**src/rtl/freq_meter.sv**
```systemverilog
// Gated frequency counter: counts sig_in rising edges over GATE_CYCLES clocks, latches two BCD
// digits and drives a scanned 2-digit 7-segment display. Optional: FREQ_METER_OVF_DASH_EN.
module freq_meter #(
    parameter int GATE_CYCLES = 27_000_000,
    parameter int SCAN_DIV    = 225_000,
    parameter int CNT_W       = 25
) (
    input  logic       clk,
    input  logic       rst_n,
    input  logic       sig_in,
    output logic [3:0] bcd_tens,
    output logic [3:0] bcd_ones,
    output logic       valid,
    output logic       overflow,
    output logic [6:0] display,
    output logic [1:0] enable
);

    localparam logic [CNT_W-1:0] GATE_LAST = CNT_W'(GATE_CYCLES - 1);
    localparam logic [CNT_W-1:0] SCAN_LAST = CNT_W'(SCAN_DIV - 1);
    localparam logic [6:0]       SEG_DASH  = 7'b0000001;

    logic             sync1, sync2, sig_d, edge_stb;
    logic [CNT_W-1:0] gate_cnt;
    logic             terminal;
    logic [3:0]       w_tens, w_ones;
    logic             w_ovf;
    logic [3:0]       nxt_tens, nxt_ones;
    logic             nxt_ovf;
    logic [CNT_W-1:0] scan_cnt;
    logic             digit_sel;
    logic [3:0]       digit;
    logic [6:0]       seg_nxt;

    // NOTE: every clocked block uses non-blocking assignments so all flops sample pre-edge values.
    always_ff @(posedge clk or negedge rst_n) begin
        if (!rst_n) begin
            sync1    <= 1'b0;
            sync2    <= 1'b0;
            sig_d    <= 1'b0;
            edge_stb <= 1'b0;
        end else begin
            sync1    <= sig_in;
            sync2    <= sync1;
            sig_d    <= sync2;
            edge_stb <= sync2 & ~sig_d;
        end
    end

    assign terminal = (gate_cnt == GATE_LAST);

    always_ff @(posedge clk or negedge rst_n) begin
        if (!rst_n) begin
            gate_cnt <= '0;
        end else if (terminal) begin
            gate_cnt <= '0;
        end else begin
            gate_cnt <= gate_cnt + 1'b1;
        end
    end

    // NOTE: each output of this block is defaulted first so no path leaves it unassigned (no latch).
    always_comb begin
        nxt_tens = w_tens;
        nxt_ones = w_ones;
        nxt_ovf  = w_ovf;
        if (edge_stb) begin
            if (w_ones < 4'd9) begin
                nxt_ones = w_ones + 4'd1;
            end else if (w_tens < 4'd9) begin
                nxt_ones = 4'd0;
                nxt_tens = w_tens + 4'd1;
            end else begin
                nxt_ovf = 1'b1;
            end
        end
    end

    // A strobe landing in the terminal cycle is folded into the latched result via nxt_*.
    always_ff @(posedge clk or negedge rst_n) begin
        if (!rst_n) begin
            w_tens   <= 4'd0;
            w_ones   <= 4'd0;
            w_ovf    <= 1'b0;
            bcd_tens <= 4'd0;
            bcd_ones <= 4'd0;
            overflow <= 1'b0;
            valid    <= 1'b0;
        end else begin
            valid <= terminal;
            if (terminal) begin
                bcd_tens <= nxt_tens;
                bcd_ones <= nxt_ones;
                overflow <= nxt_ovf;
                w_tens   <= 4'd0;
                w_ones   <= 4'd0;
                w_ovf    <= 1'b0;
            end else begin
                w_tens <= nxt_tens;
                w_ones <= nxt_ones;
                w_ovf  <= nxt_ovf;
            end
        end
    end

    always_ff @(posedge clk or negedge rst_n) begin
        if (!rst_n) begin
            scan_cnt  <= '0;
            digit_sel <= 1'b0;
        end else if (scan_cnt == SCAN_LAST) begin
            scan_cnt  <= '0;
            digit_sel <= ~digit_sel;
        end else begin
            scan_cnt <= scan_cnt + 1'b1;
        end
    end

    function automatic logic [6:0] seg7(input logic [3:0] d);
        case (d)
            4'd0:    seg7 = 7'b1111110;
            4'd1:    seg7 = 7'b0110000;
            4'd2:    seg7 = 7'b1101101;
            4'd3:    seg7 = 7'b1111001;
            4'd4:    seg7 = 7'b0110011;
            4'd5:    seg7 = 7'b1011011;
            4'd6:    seg7 = 7'b1011111;
            4'd7:    seg7 = 7'b1110000;
            4'd8:    seg7 = 7'b1111111;
            4'd9:    seg7 = 7'b1111011;
            default: seg7 = 7'b0000000;
        endcase
    endfunction

    always_comb begin
        digit   = digit_sel ? bcd_tens : bcd_ones;
        seg_nxt = seg7(digit);
`ifdef FREQ_METER_OVF_DASH_EN
        if (overflow) begin
            seg_nxt = SEG_DASH;
        end
`endif
    end

    // display and enable share one register stage so they always switch together.
    always_ff @(posedge clk or negedge rst_n) begin
        if (!rst_n) begin
            display <= 7'b1111110;
            enable  <= 2'b10;
        end else begin
            display <= seg_nxt;
            enable  <= digit_sel ? 2'b01 : 2'b10;
        end
    end

`ifndef FREQ_METER_OVF_DASH_EN
    logic unused_dash;
    assign unused_dash = ^SEG_DASH;
`endif

endmodule

```
**config.mk**
```make
export PLATFORM = sky130hd
export DESIGN_NAME = freq_meter
export DESIGN_NICKNAME = d
export VERILOG_FILES = /design/src/rtl/freq_meter.sv
export SDC_FILE = /design/constraint.sdc
export NUM_CORES = 1
export LEC_CHECK = 0
export CAP_MARGIN = 5
export CORE_ASPECT_RATIO = 1.75
export CORE_MARGIN = 2
export CORE_UTILIZATION = 50
export CTS_CLUSTER_DIAMETER = 40
export DETAILED_ROUTE_END_ITERATION = 16
export PLACE_DENSITY = 0.78
export SLEW_MARGIN = 10
export SYNTH_ARGS = -nofsm -noshare
export SYNTH_HDL_FRONTEND = slang
export SYNTH_SLANG_ARGS = --single-unit
export TNS_END_PERCENT = 10
```
**constraint.sdc**
```tcl
create_clock -name clk -period 1.7 [get_ports clk]
set_input_delay 0.255 -clock clk [delete_from_list [all_inputs] [get_ports clk]]
set_output_delay 0.255 -clock clk [all_outputs]
set_load 0.005 [all_outputs]
```
run_1/closeup.png
Scale bar: 10 um. Region (16, 17) to (56, 57) um. Cells in grey, sequential cells in the stronger grey; small squares are vias.
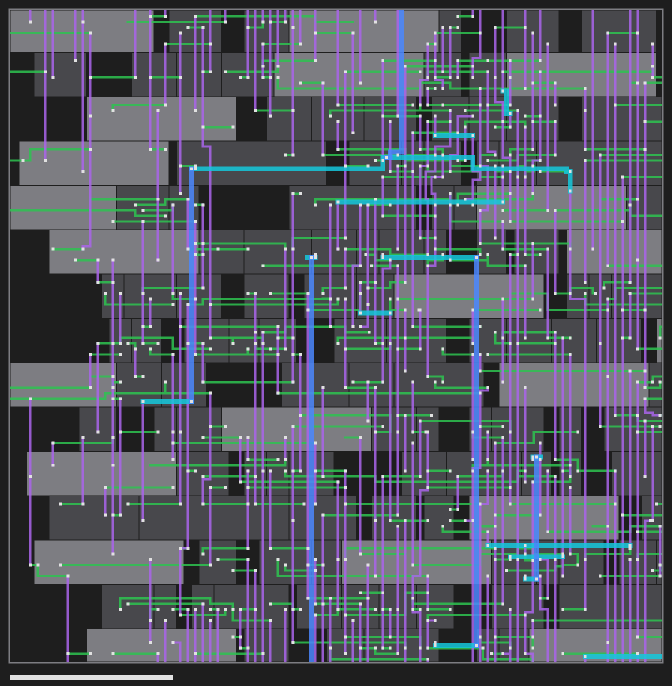
[green] M1
[purple] M2
[cyan] M3
[blue] M4
sequential cells in the window: 20
cells with their middle in the window: 130
netlist names of flops here include: `scan_cnt` (16), `gate_cnt` (2)
most frequent: buf_4 (21), dfrtp_1 (19), xnor2_1 (11)

run_1/m1.png
Scale bar: 20 um. Supply wires on this layer in grey. Cells faint in the background.
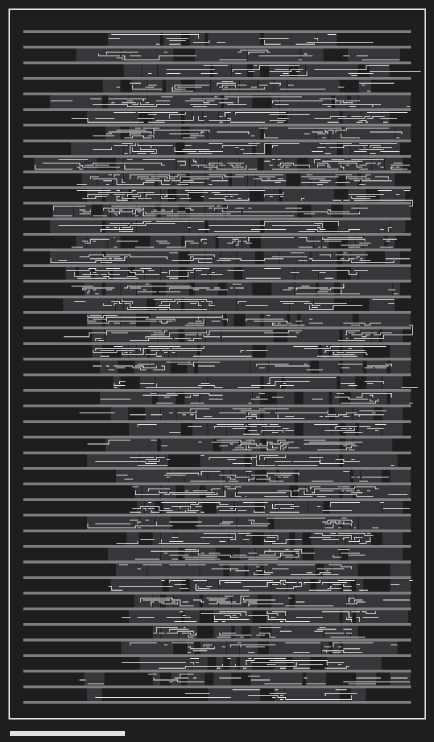
nets with wire on the layer: 457
main direction: horizontal

==> results.sh, run 1 <==
# flow metrics
export IMPL_status="finished, violations left"
export IMPL_violations="setup timing"
export IMPL_yosys_area_top_type="dfrtp_1"
export IMPL_place_area_um2=4840
export IMPL_fin_tns_setup_ns=-2.55
export IMPL_synth_area_um2=4080
export IMPL_r2r_cells=5
export IMPL_setup_viol=34
export IMPL_firstDrtPassIters=8
export IMPL_final_nets=502
export IMPL_ys_flops=83
export IMPL_top_area_share_pct=46.7
export IMPL_finalClockPeriodUsage_pct=110
export IMPL_async_flop_share_pct=100
export IMPL_cts_max_level=3
export IMPL_fillers=549
export IMPL_cp_depth=5
export IMPL_die_height_um=123
export IMPL_synth_cell_type_count=54
export IMPL_finalWorstSetupSlack_ns=-0.174
run_1/m2.png
Scale bar: 20 um. Cells faint in the background.
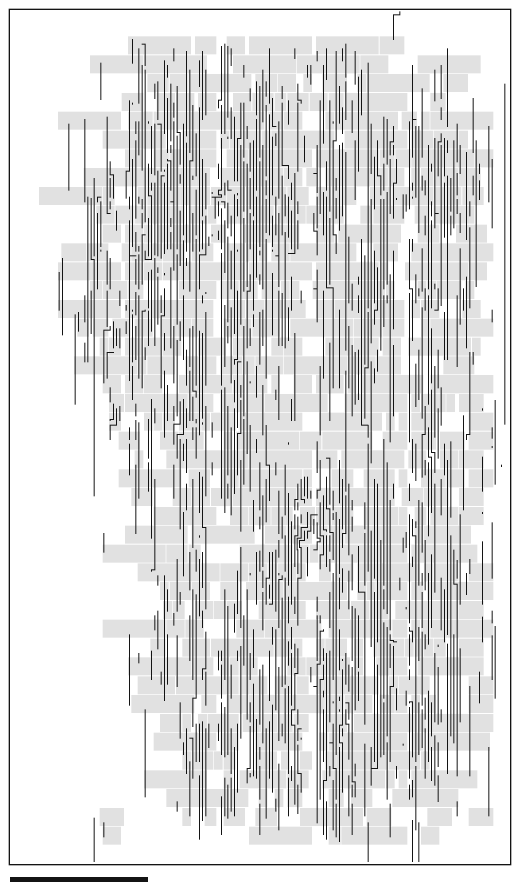
wire length on this layer: 5690 um
share of all routed wire: 56%
met2 Usage GRT: 42.9%
via count: 3437
routed wire length: 10200 um

run_1/congestion_map.png
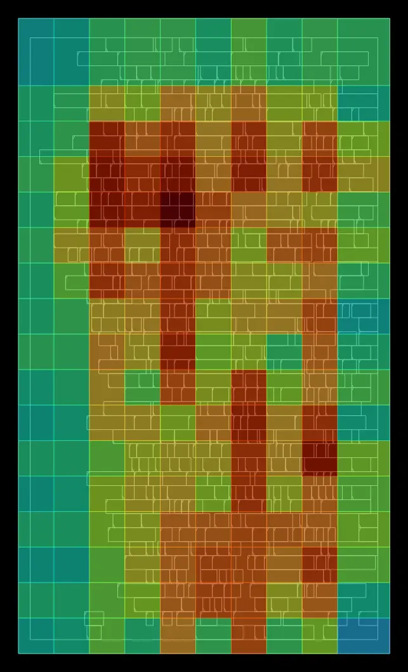
met3 usage: 3.50%
wire per inst: 17.6 um
M1 GR Usage: 26.5%
Total GRT Usage: 23.8%
utilization after layout: 68.2%

[run 1: area by class of cell]
class / instances / area [um^2] / area share (%)
well taps: 90 / 113 / 2.09
multi-input cells: 268 / 1970 / 36.5
clock inverters: 3 / 22.5 / 0.417
repair buffers: 100 / 850 / 15.7
inverters: 25 / 93.8 / 1.74
clock buffers: 13 / 260 / 4.82
flip-flops and latches: 83 / 2090 / 38.7
[run 1: metal layers]
metal | track usage (%) | part of all wire (%) | vias up
met5 | 0 | 0 | -
met4 | 12.6 | 3.5 | 0
met3 | 3.50 | 3.5 | 36
met2 | 42.9 | 56 | 108
met1 | 26.5 | 37 | 1716
li1 | - | - | 1577
[run 1: flip-flops by register name (all words and copies together) (netlist names), 2 cells and up]
register	count
w_ones	4
scan_cnt	25
gate_cnt	25
bcd_tens	4
enable	2
bcd_ones	4
display	7
w_tens	4
[run 1: per-stage QoR]
stage / utilization (%) / total power [mW]
after floorplan: - / 2.42
after global placement: 61.2 / 2.58
after detailed placement: 61.2 / 2.63
after CTS: 65.9 / 4.47
after global routing: 68.2 / 4.63
final: 68.2 / 4.44
[run 1: repair_timing]
action	CTS	global route
pin swaps	7	8
hold endpoints to repair	24	0
setup buffers	4	7
gates resized	9	32
gates cloned	0	1
hold buffers	1	0
setup endpoints to repair	47	61
[run 1: cell families after synthesis]
logic type	synth area share, %
compound gates	7.49
xor+xnor	7.73
fa+ha+maj	3.68
buf+inv	3.93
flops	51.2
mux	4.02
simple gates	22.0
[run 1: where the power goes]
part / internal, mW / leakage [nW] / switching (mW) / total [mW]
Sequential: 2.05 / 1.09 / 0.0758 / 2.13
Clock: 1.07 / 0.128 / 0.763 / 1.83
Combinational: 0.202 / 1.21 / 0.276 / 0.478
Total: 3.32 / 2.42 / 1.12 / 4.44
[run 1: layout by cell type, fill, tap and decap left out, drive strengths merged, types with 2 or more instances in the layout]
master | Yosys | final
buf | 6 | 79
o21ai | 9 | 9
ha | 12 | 12
nand4b | 2 | 2
clkinvlp | 0 | 3
clkbuf | 3 | 13
nor4 | 10 | 10
dfrtp | 76 | 76
nand2b | 3 | 3
nand4 | 16 | 16
nor2b | 6 | 6
or4 | 9 | 9
mux2 | 3 | 3
a41oi | 2 | 2
and4 | 3 | 3
and2 | 3 | 3
clkdlybuf4s50 | 0 | 20
xnor2 | 24 | 24
o31ai | 6 | 6
nand2 | 26 | 26
a21oi | 13 | 13
nand3 | 16 | 16
o41ai | 4 | 4
nor3 | 8 | 8
nor4b | 4 | 4
a31oi | 3 | 3
or3 | 7 | 7
inv | 25 | 25
and3 | 2 | 2
xor2 | 12 | 12
nor2 | 38 | 38
dfstp | 7 | 7
mux2i | 13 | 13
[run 1: worst paths after layout]
path / to / slack (ns) / start
worst min-delay path: sync2 / 0.36 / sync1
max in group asynchronous: display[2] / 0.73 / rst_n
worst min register to register: sync2 / 0.36 / sync1
worst max register to register: gate_cnt[19] / -0.17 / gate_cnt[2]
worst max-delay path: gate_cnt[19] / -0.17 / gate_cnt[2]
min in group asynchronous: scan_cnt[14] / 0.38 / rst_n
## Run 2: what changed since run 1
--- a/config.mk
+++ b/config.mk
@@ -9,6 +9,7 @@
 export CORE_ASPECT_RATIO = 1.75
 export CORE_MARGIN = 2
 export CORE_UTILIZATION = 50
+export CTS_BUF_LIST = sky130_fd_sc_hd__clkbuf_8
 export CTS_CLUSTER_DIAMETER = 40
 export DETAILED_ROUTE_END_ITERATION = 16
 export PLACE_DENSITY = 0.78
run_2/m2.png
Scale bar: 20 um. Cells faint in the background.
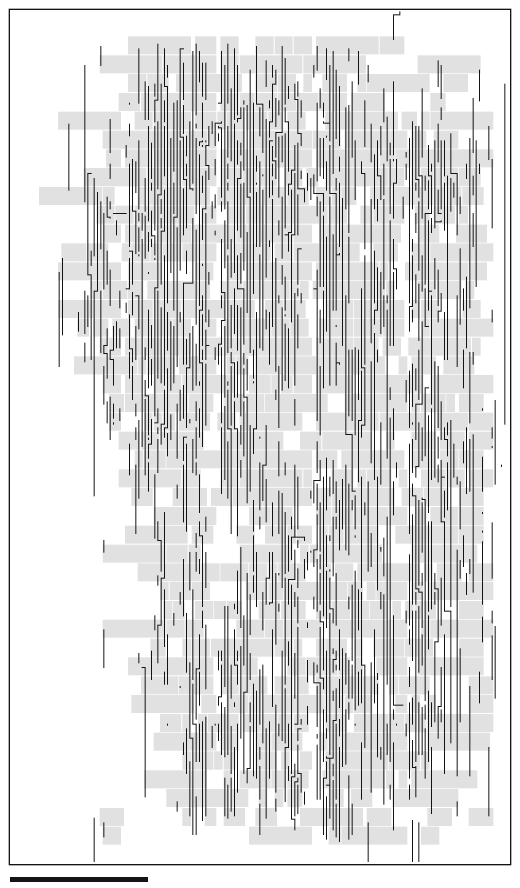
routed wire length: 10800 um
via count: 3481
met2 Usage GRT: 42.9%

==> run 2 against run 1 <==
The run still ends with setup timing left. Global-route usage rose by 0.55 points. Die area unchanged. Utilization shrank 0.063 points. Critical endpoint is now bcd_tens[2]. Flip-flop count is the same. Sequential share of layout area is 0.059 points higher. Largest power group unchanged. Final area is essentially flat. Clock skew is 0.0044 ns higher. Cell count is 0.52% higher. Total power fell by 12%. Sequential power about the same. Non-clock buffer count is 2 higher.
==> results.sh, run 2 <==
# flow metrics
export IMPL_crit_path_start="gate_cnt[8]"
export IMPL_grt_use_total_pct=24.4
export IMPL_endpoint="bcd_tens[2]"
export IMPL_yosys_stat_area_um2=4080
export IMPL_syn_to_final_growth_pct=32.3
export IMPL_routabilityCongestion=0.927
export IMPL_first_global_vias=3635
export IMPL_finalWorstSetupSlack_ns=-0.213
export IMPL_core_um2=7910
export IMPL_top_area_share_pct=46.7
export IMPL_firstDrtPassIters=5
export IMPL_place_area_um2=4840
export IMPL_logic_area_um2=2040
export IMPL_dp_hpwl_um=6900
export IMPL_ys_flops=83
export IMPL_wire_per_inst_um=18.4
export IMPL_r2r_cells=6
export IMPL_fmax_ghz=0.523
export IMPL_rows=43
export IMPL_async_flop_share_pct=100
export IMPL_rrSetupSlack_ns=-0.21
export IMPL_max_cap_violations=0
export IMPL_skew_ns=0.0126
export IMPL_setup_viol=39
export IMPL_worstReg2RegStart="gate_cnt[8]"
export IMPL_layout_top_cells="dfrtp_1 (72), buf_4 (70), nor2_1 (37), inv_1 (26)"
export IMPL_fillers=541
export IMPL_lay_top_count="dfrtp_1"
export IMPL_status="finished, violations left"
export IMPL_top_regs="gate_cnt (25), scan_cnt (25), display (7)"
export IMPL_cts_max_level=3
export IMPL_end_kind="register"
export IMPL_die_height_um=123
export IMPL_synth_cell_type_count=54
export IMPL_r2r_end="bcd_tens[2]"
export IMPL_final_nets=505
export IMPL_synth_area_um2=4080
export IMPL_grt_overflow_total=0
export IMPL_ir_worst_vdd_mv=0.604
export IMPL_finalClockPeriodUsage_pct=113
export IMPL_yosys_area_top_type="dfrtp_1"
export IMPL_regArea_um2=2090
export IMPL_grt_max_degree=44
export IMPL_violations="setup timing"
run 2: cell counts after synthesis:
Identical to the previous run, type by type.
run 2: power breakdown:
part           total, mW  leakage, nW  switching (mW)  internal, mW
Sequential          2.12         1.08          0.0732          2.05
Clock               1.33       0.0902           0.726         0.600
Combinational      0.470         1.25           0.273         0.198
Total               3.92         2.42            1.07          2.84
run 2: worst max-delay path: cells and delay by family, from the launching register on:
| kind | cells | cell delay, ns |
|---|---|---|
| simple gates | 3 | 0.76 |
| flops | 1 | 0.40 |
| mux | 1 | 0.30 |
| buf+inv | 2 | 0.33 |
run 2: worst min-delay path by stage:
stage / start / end / slack (ns) / cells past startpoint
after detailed placement: rst_n / scan_cnt[14] / 0.20 / 1
after floorplan: rst_n / bcd_ones[0] / -0.04 / 0
final: rst_n / scan_cnt[13] / 0.34 / 2
after global placement: rst_n / scan_cnt[5] / 0.18 / 1
after CTS: sig_in / sync1 / 0.33 / 1
after global routing: sig_in / sync1 / 0.34 / 1
run 2: area by class of cell:
cell class                      count  share of cell area [%]
Clock buffer                       11                    2.81
Clock inverter                      5                   0.557
Inverter                           25                    1.74
Multi-Input combinational cell    269                    37.9
Sequential cell                    83                    38.8
Tap cell                           90                    2.09
Timing Repair Buffer              102                    16.2
run 2: metrics by stage:
stage	setup slack [ns]	util [%]	power, mW	instances	TNS, ns
after CTS	-0.114	65.8	3.93	578	-1.33
final	-0.213	68.2	3.92	585	-5.84
after global placement	-0.0678	61.2	2.58	553	-0.643
after global routing	-0.264	68.2	4.09	585	-7.94
after detailed placement	-0.137	61.2	2.63	553	-2.40
after floorplan	-0.0731	-	2.42	385	-0.784
run 2: cell families after synthesis:
family | share of synthesized area (%)
xor gates and xnor gates | 7.73
muxes | 4.02
buffers and inverters | 3.93
AOI/OAI and AO/OA | 7.49
adders and majority gates | 3.68
and+or+nand+nor | 22.0
DFF | 51.2
run 2: routing by layer:
layer  vias up  track usage [%]  share of wire [%]
met4         0             14.6                4.8
met2       107             42.9                 54
met1      1758             26.2                 37
met3        40             5.05                3.8
met5         -                0                  0
li1       1576                -                  -
run 2: repair_timing:
action	CTS	global route
hold buffers	1	0
setup buffers	8	6
hold endpoints to repair	24	0
resized	25	30
endpoints found under the setup margin	47	62
pin swaps	14	8
cloned	0	1
Power figures rest on the tool's default switching activity, not on a simulated workload.
